File: src/rtl/script_pkg.sv
// Shared definitions for the kitchen script engine: instruction layout,
// op/func/i_sign codes, feedback bit map and the sequencer state encoding.
// Used by the sequencer, the wait unit and the action issuer.
package script_pkg;

  // Instruction word layout
  localparam int unsigned INSTR_W    = 16;
  localparam int unsigned OP_LSB     = 0;
  localparam int unsigned OP_W       = 3;
  localparam int unsigned FUNC_LSB   = 3;
  localparam int unsigned FUNC_W     = 2;
  localparam int unsigned SIGN_LSB   = 5;
  localparam int unsigned SIGN_W     = 3;
  localparam int unsigned NUM_LSB    = 8;
  localparam int unsigned NUM_W      = 8;
  localparam int unsigned FEEDBACK_W = 8;

  // Op codes; any code not listed executes as a nop
  localparam logic [OP_W-1:0] OP_NOP    = 3'b000;
  localparam logic [OP_W-1:0] OP_ACTION = 3'b001;
  localparam logic [OP_W-1:0] OP_JUMP   = 3'b010;
  localparam logic [OP_W-1:0] OP_WAIT   = 3'b011;
  localparam logic [OP_W-1:0] OP_HALT   = 3'b111;

  // Func codes as seen by the wait unit
  localparam logic [FUNC_W-1:0] FUNC_WAIT_MODE      = 2'b00;
  localparam logic [FUNC_W-1:0] FUNC_WAITUNTIL_MODE = 2'b01;

  // Func codes as seen by conditional jumps
  localparam logic [FUNC_W-1:0] FUNC_JMP_IF_SET = 2'b00;
  localparam logic [FUNC_W-1:0] FUNC_JMP_IF_CLR = 2'b01;
  localparam logic [FUNC_W-1:0] FUNC_JMP_ALWAYS = 2'b10;
  localparam logic [FUNC_W-1:0] FUNC_JMP_NEVER  = 2'b11;

  // i_sign codes; codes 1..4 select feedback bits 2..5 in order
  localparam logic [SIGN_W-1:0] SIGN_PLAYER_READY   = 3'd1;
  localparam logic [SIGN_W-1:0] SIGN_PLAYER_HASITEM = 3'd2;
  localparam logic [SIGN_W-1:0] SIGN_TARGET_READY   = 3'd3;
  localparam logic [SIGN_W-1:0] SIGN_TARGET_HASITEM = 3'd4;
  localparam logic [SIGN_W-1:0] SIGN_FB_OFFSET      = 3'd1;

  // Operand fields kept in the instruction register
  typedef struct packed {
    logic [NUM_W-1:0]  num;
    logic [SIGN_W-1:0] sign;
    logic [FUNC_W-1:0] func;
  } operand_t;

  // Full instruction word as read from the script ROM
  typedef struct packed {
    operand_t        opnd;
    logic [OP_W-1:0] op;
  } instr_t;

  typedef enum logic [2:0] {
    ST_IDLE      = 3'd0,
    ST_FETCH     = 3'd1,
    ST_DECODE    = 3'd2,
    ST_EXEC_ACT  = 3'd3,
    ST_EXEC_WAIT = 3'd4,
    ST_HALT      = 3'd5
  } state_e;

endpackage

File: src/rtl/sig_select.sv
// Combinational i_sign -> feedback bit mux.
// Ports: sign (i_sign code), feedback (kitchen state bits), sig_c (selected bit,
// 0 for codes outside player_ready..target_hasitem).
module sig_select
  import script_pkg::*;
(
  input  logic [SIGN_W-1:0]     sign,
  input  logic [FEEDBACK_W-1:0] feedback,
  output logic                  sig_c
);

  // Codes 1..4 are contiguous and map to feedback[2..5]
  always_comb begin
    sig_c = 1'b0;
    if (sign >= SIGN_PLAYER_READY && sign <= SIGN_TARGET_HASITEM) begin
      sig_c = feedback[3'(sign + SIGN_FB_OFFSET)];
    end
  end

endmodule

File: src/rtl/script_sequencer.sv
// Fetch/decode/dispatch stage of the kitchen script engine.
// Ports: clk/rst_n (sync active-low), start; rom_addr/rom_data to a 1-cycle
// synchronous script ROM; feedback_sig kitchen bits for jumps; wait_* to the
// wait unit (wait_ready back); act_valid/act_code/act_ready handshake to the
// UART action issuer; pc, busy, halted status.
module script_sequencer
  import script_pkg::*;
#(
  parameter int unsigned ADDR_W = 8,
  parameter int unsigned SETTLE = 2
) (
  input  logic                  clk,
  input  logic                  rst_n,
  input  logic                  start,
  output logic [ADDR_W-1:0]     rom_addr,
  input  logic [INSTR_W-1:0]    rom_data,
  input  logic [FEEDBACK_W-1:0] feedback_sig,
  output logic                  wait_en,
  output logic [NUM_W-1:0]      wait_num,
  output logic [FUNC_W-1:0]     wait_func,
  output logic [SIGN_W-1:0]     wait_sign,
  input  logic                  wait_ready,
  output logic                  act_valid,
  output logic [NUM_W-1:0]      act_code,
  input  logic                  act_ready,
  output logic [ADDR_W-1:0]     pc,
  output logic                  busy,
  output logic                  halted
);

  localparam int unsigned CNT_W = (SETTLE < 1) ? 1 : $clog2(SETTLE + 1);

  state_e            state, state_d;
  logic [ADDR_W-1:0] pc_d, pc_inc, rom_addr_d;
  operand_t          ir, ir_d;
  logic [CNT_W-1:0]  settle_cnt, settle_cnt_d;
  logic              settle_done;
  logic              wait_en_d, act_valid_d, busy_d, halted_d;
  instr_t            instr;
  logic              sel_sig;
  logic              jump_taken;

  assign instr       = instr_t'(rom_data);
  assign pc_inc      = pc + ADDR_W'(1);
  assign settle_done = (settle_cnt >= CNT_W'(SETTLE));

  // Wait/action fields come straight from the instruction register flops
  assign wait_num  = ir.num;
  assign wait_func = ir.func;
  assign wait_sign = ir.sign;
  assign act_code  = ir.num;

  sig_select u_sig_select (
    .sign     (instr.opnd.sign),
    .feedback (feedback_sig),
    .sig_c    (sel_sig)
  );

  // Jump condition evaluated on the word arriving in DECODE
  always_comb begin
    jump_taken = 1'b0;
    case (instr.opnd.func)
      FUNC_JMP_IF_SET: jump_taken = sel_sig;
      FUNC_JMP_IF_CLR: jump_taken = ~sel_sig;
      FUNC_JMP_ALWAYS: jump_taken = 1'b1;
      default:         jump_taken = 1'b0;
    endcase
  end

  // Next-state and registered-output computation
  always_comb begin
    state_d      = state;
    pc_d         = pc;
    ir_d         = ir;
    settle_cnt_d = settle_cnt;

    case (state)
      ST_IDLE, ST_HALT: begin
        if (start) begin
          state_d = ST_FETCH;
          pc_d    = '0;
        end
      end
      ST_FETCH: state_d = ST_DECODE;
      ST_DECODE: begin
        ir_d = instr.opnd;
        case (instr.op)
          OP_ACTION: state_d = ST_EXEC_ACT;
          OP_WAIT: begin
            state_d      = ST_EXEC_WAIT;
            settle_cnt_d = '0;
          end
          OP_HALT: state_d = ST_HALT;
          OP_JUMP: begin
            state_d = ST_FETCH;
            pc_d    = jump_taken ? ADDR_W'(instr.opnd.num) : pc_inc;
          end
          default: begin
            state_d = ST_FETCH;
            pc_d    = pc_inc;
          end
        endcase
      end
      ST_EXEC_ACT: begin
        if (act_ready) begin
          state_d = ST_FETCH;
          pc_d    = pc_inc;
        end
      end
      ST_EXEC_WAIT: begin
        // wait_ready is only trusted once the settle counter has saturated
        if (settle_done && wait_ready) begin
          state_d = ST_FETCH;
          pc_d    = pc_inc;
        end else if (!settle_done) begin
          settle_cnt_d = settle_cnt + CNT_W'(1);
        end
      end
      default: state_d = ST_IDLE;
    endcase

    // rom_addr tracks pc so the FETCH cycle presents the current address
    rom_addr_d  = pc_d;
    wait_en_d   = (state_d == ST_EXEC_WAIT);
    act_valid_d = (state_d == ST_EXEC_ACT);
    halted_d    = (state_d == ST_HALT);
    busy_d      = (state_d != ST_IDLE) && (state_d != ST_HALT);
  end

  // State and output registers
  always_ff @(posedge clk) begin
    if (!rst_n) begin
      state      <= ST_IDLE;
      pc         <= '0;
      rom_addr   <= '0;
      ir         <= '0;
      settle_cnt <= '0;
      wait_en    <= 1'b0;
      act_valid  <= 1'b0;
      busy       <= 1'b0;
      halted     <= 1'b0;
    end else begin
      state      <= state_d;
      pc         <= pc_d;
      rom_addr   <= rom_addr_d;
      ir         <= ir_d;
      settle_cnt <= settle_cnt_d;
      wait_en    <= wait_en_d;
      act_valid  <= act_valid_d;
      busy       <= busy_d;
      halted     <= halted_d;
    end
  end

endmodule

File: config.mk
export PLATFORM = sky130hd
export DESIGN_NAME = script_sequencer
export DESIGN_NICKNAME = d
export VERILOG_FILES = /design/src/rtl/script_pkg.sv /design/src/rtl/sig_select.sv /design/src/rtl/script_sequencer.sv
export SDC_FILE = /design/constraint.sdc
export NUM_CORES = 1
export LEC_CHECK = 0
export ABC_AREA = 1
export CAP_MARGIN = 20
export CORE_MARGIN = 1
export CORE_UTILIZATION = 40
export CTS_CLUSTER_DIAMETER = 40
export DETAILED_ROUTE_END_ITERATION = 10
export GPL_TIMING_DRIVEN = 0
export PLACE_DENSITY_LB_ADDON = 0.1
export SLEW_MARGIN = 20
export SYNTH_ARGS = -nofsm -noshare
export SYNTH_HDL_FRONTEND = slang
export SYNTH_SLANG_ARGS = --single-unit
File: constraint.sdc
create_clock -name clk -period 1.6 [get_ports clk]
set_input_delay 0.32 -clock clk [delete_from_list [all_inputs] [get_ports clk]]
set_output_delay 0.32 -clock clk [all_outputs]
set_load 0.02 [all_outputs]
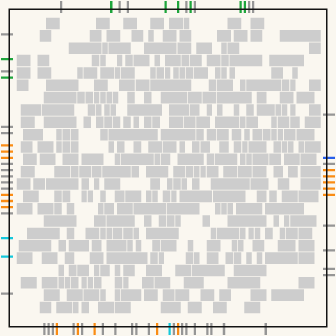
(ports around the boundary)
Pins as bars across the die edge, other pins in gray.
| color | port | pins | direction | edge |
|---|---|---|---|---|
| blue | act_ready | 1 | input | east |
| cyan | wait_sign | 3 | output | 2 west, 1 south |
| green | pc | 8 | output | 6 north, 2 west |
| orange | rom_data | 16 | input | 6 west, 5 east, 5 south |
chip height: 69.6 um
Die Width: 69.6 um

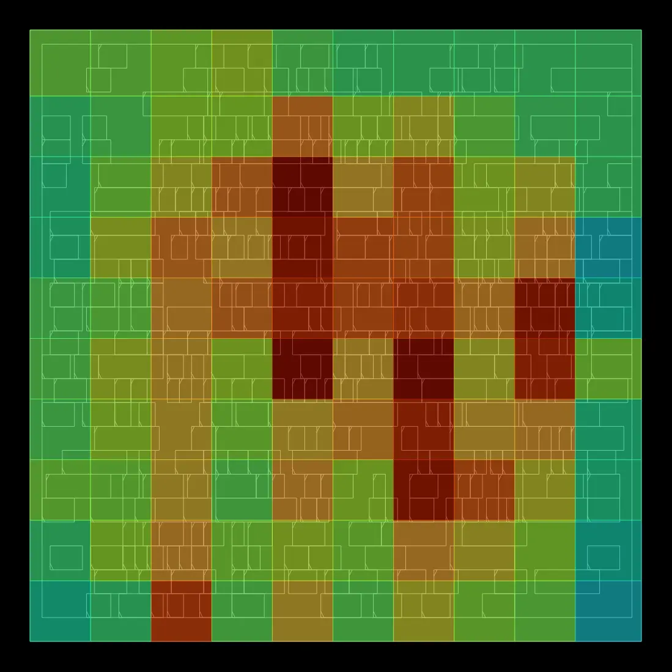
(routing congestion)
met2 usage: 0.364
fin util: 0.694
GR Util met1: 0.257
Most Used Layer, Global Route: met2
GRT Total Usage: 0.211

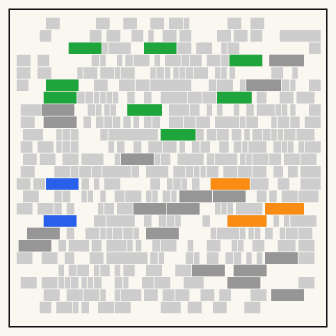
(sequential cells grouped by signal name)
Other sequential cells in the stronger gray, the rest of the logic in the fainter gray.
| color | name in the netlist | placed flops |
|---|---|---|
| green | pc | 8 |
| orange | state | 3 |
| blue | wait_func | 2 |
not colored: 17
Seq group: 975 uW
Reg area: 618 um2

==> qor.txt <==
Outcome -> finished with violations
Failing checks -> setup timing
Resized Gates After CTS -> 59
Inst Count DP -> 392
Area leader, netlist -> dfxtp_1
Worst hold start -> rom_data[6]
Fin crit share -> 1.04
Min-Delay Path Class -> in2reg
Pint -> 1960 uW
Routability cong. -> 0.816
Area Overhead vs Synth -> 66.3%
Syn Inst Count -> 271
Worst Max-Slew Pin Slew -> 0.427 ns
DP HPWL -> 3.49 mm
Mapped cell area -> 0.00183 mm2
Maximum VDD drop -> 538 uV
Core Area -> 0.00438 mm2
CTS tree -> done
Largest net degree at the start of global routing -> 12
Max Buffers Root-to-Sink -> 2
RSZ-0062 raised after global routing -> true
Sw frac -> 0.380
Area of the multi-input gates -> 0.00111 mm2
R2R cell count -> 13
Setup ws final -> -0.0597 ns
Endpoints failing setup -> 3
Worst-path cell chain -> inv_6 > nand2_4 > nor2_4 > inv_2 > nand2_4 > nor3_1 > nor2_1 > nand2_2 > clkbuf_16 > a21oi_2 > nand3_1 > nand2_1 > inv_1
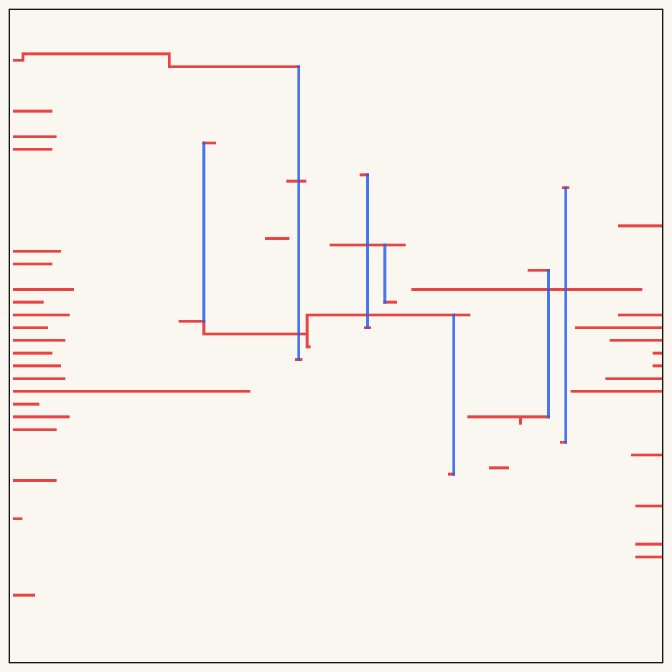
(routed metal, one color a layer)
Only two layers are drawn.
| color | layer | wire length |
|---|---|---|
| blue | met4 | 133 um |
| red | met3 | 275 um |
routed len/inst: 13.2 um
routed vias: 2066

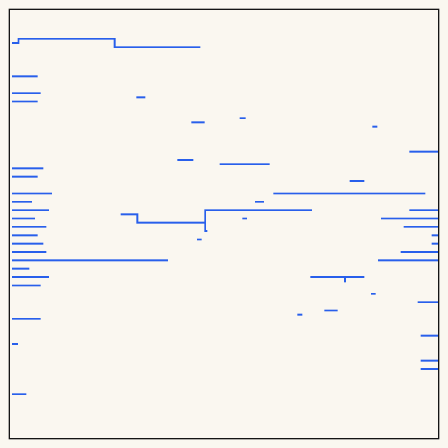
(met3 routing)
main direction: horizontal
nets with wire on the layer: 41
share of all routed wire: 5.0%
longest straight run: 25.1 um
final wirelength: 5.49 mm
met3 Resource Use GR: 0.0509

-- power groups by stage --
stage,combinational [uW],clock (uW),sequential (uW)
2_1_floorplan,665,0,1070
5_1_grt,1510,832,995
3_3_place_gp,1250,0,971
4_1_cts,1220,781,960
6_report,1400,779,975
3_5_place_dp,1260,0,974
-- registers in the layout, indices dropped and copies added, names as in the netlist --
name,flops
wait_func,2
act_code,8
act_valid,1
wait_sign,3
settle_cnt,2
pc,8
busy,1
wait_en,1
halted,1
state,3
-- stage by stage --
| stage | power (uW) | instance area, um2 | util | hold WS, ns | setup slack, ns |
|---|---|---|---|---|---|
| after global routing | 3340 | 3040 | 0.694 | 0.456 | -0.145 |
| after detailed placement | 2230 | 2610 | 0.595 | 0.457 | -0.936 |
| after CTS | 2960 | 2780 | 0.635 | 0.435 | 0.00305 |
| after floorplan | 1730 | 1850 | - | 0.436 | 0.0183 |
| after global placement | 2220 | 2610 | 0.595 | 0.457 | -0.920 |
| final | 3160 | 3040 | 0.694 | 0.423 | -0.0597 |
-- logic make-up after synthesis --
family                   after synthesis  share of synthesized area
flip-flops                            30                      0.328
adder cells (fa/ha/maj)                5                     0.0342
AND-OR/OR-AND                         50                      0.152
XOR/XNOR                               7                     0.0335
AND/OR/NAND/NOR                      115                      0.284
buffers and inverters                 64                      0.168
-- cell usage after synthesis, types with 2 or more instances --
library cell and n:
nand2_1 40, dfxtp_1 30, xor2_1 5, buf_4 16, nand4_1 5, clkbuf_1 5, a21oi_1 22, inv_2 5
nand3_1 28, ha_1 5, a21oi_2 3, o21ai_0 17, o21ai_1 2, nand2_2 2, nor2_1 31, inv_1 36
xnor2_1 2, nor3_1 6, a211oi_1 2
-- critical path: cells and delay by family, from the launching register on --
kind | cells | cell delay, ns
flip-flops | 1 | 0.37
buffers and inverters | 4 | 0.38
AND/OR/NAND/NOR | 8 | 0.70
AND-OR/OR-AND | 1 | 0.11
-- area by class of cell --
cell class                 count  area share
buffer                        22      0.0527
clock inverter                 3      0.0148
sequential                    30       0.203
timing repair buffer          84       0.264
tap                           52      0.0214
inverter                      42      0.0576
clock buffer                   5      0.0226
multi-input combinational    177       0.364
-- layer usage --
metal  track usage  share of wire  vias to the layer above
li1              -              -                     1047
met1         0.257           0.42                      948
met2         0.364           0.50                       57
met3        0.0509          0.050                       14
met4        0.0733          0.024                        0
met5             0              0                        -
-- how the worst max path moves through the flow --
| stage | start | endpoint | slack [ns] | cells past startpoint |
|---|---|---|---|---|
| 2_1_floorplan | rom_data[6] | pc[3]$_SDFFE_PN0P_ | 0.02 | 14 |
| 3_3_place_gp | rom_data[5] | pc[5]$_SDFFE_PN0P_ | -0.92 | 14 |
| 3_5_place_dp | rom_data[5] | pc[5]$_SDFFE_PN0P_ | -0.94 | 14 |
| 4_1_cts | act_code[5]$_SDFFE_PN0P_ | act_code[5] | 0.003 | 1 |
| 5_1_grt | state[1]$_SDFF_PN0_ | pc[4]$_SDFFE_PN0P_ | -0.14 | 13 |
| 6_report | state[1]$_SDFF_PN0_ | pc[4]$_SDFFE_PN0P_ | -0.06 | 13 |
Power and IR drop assume default switching activity.
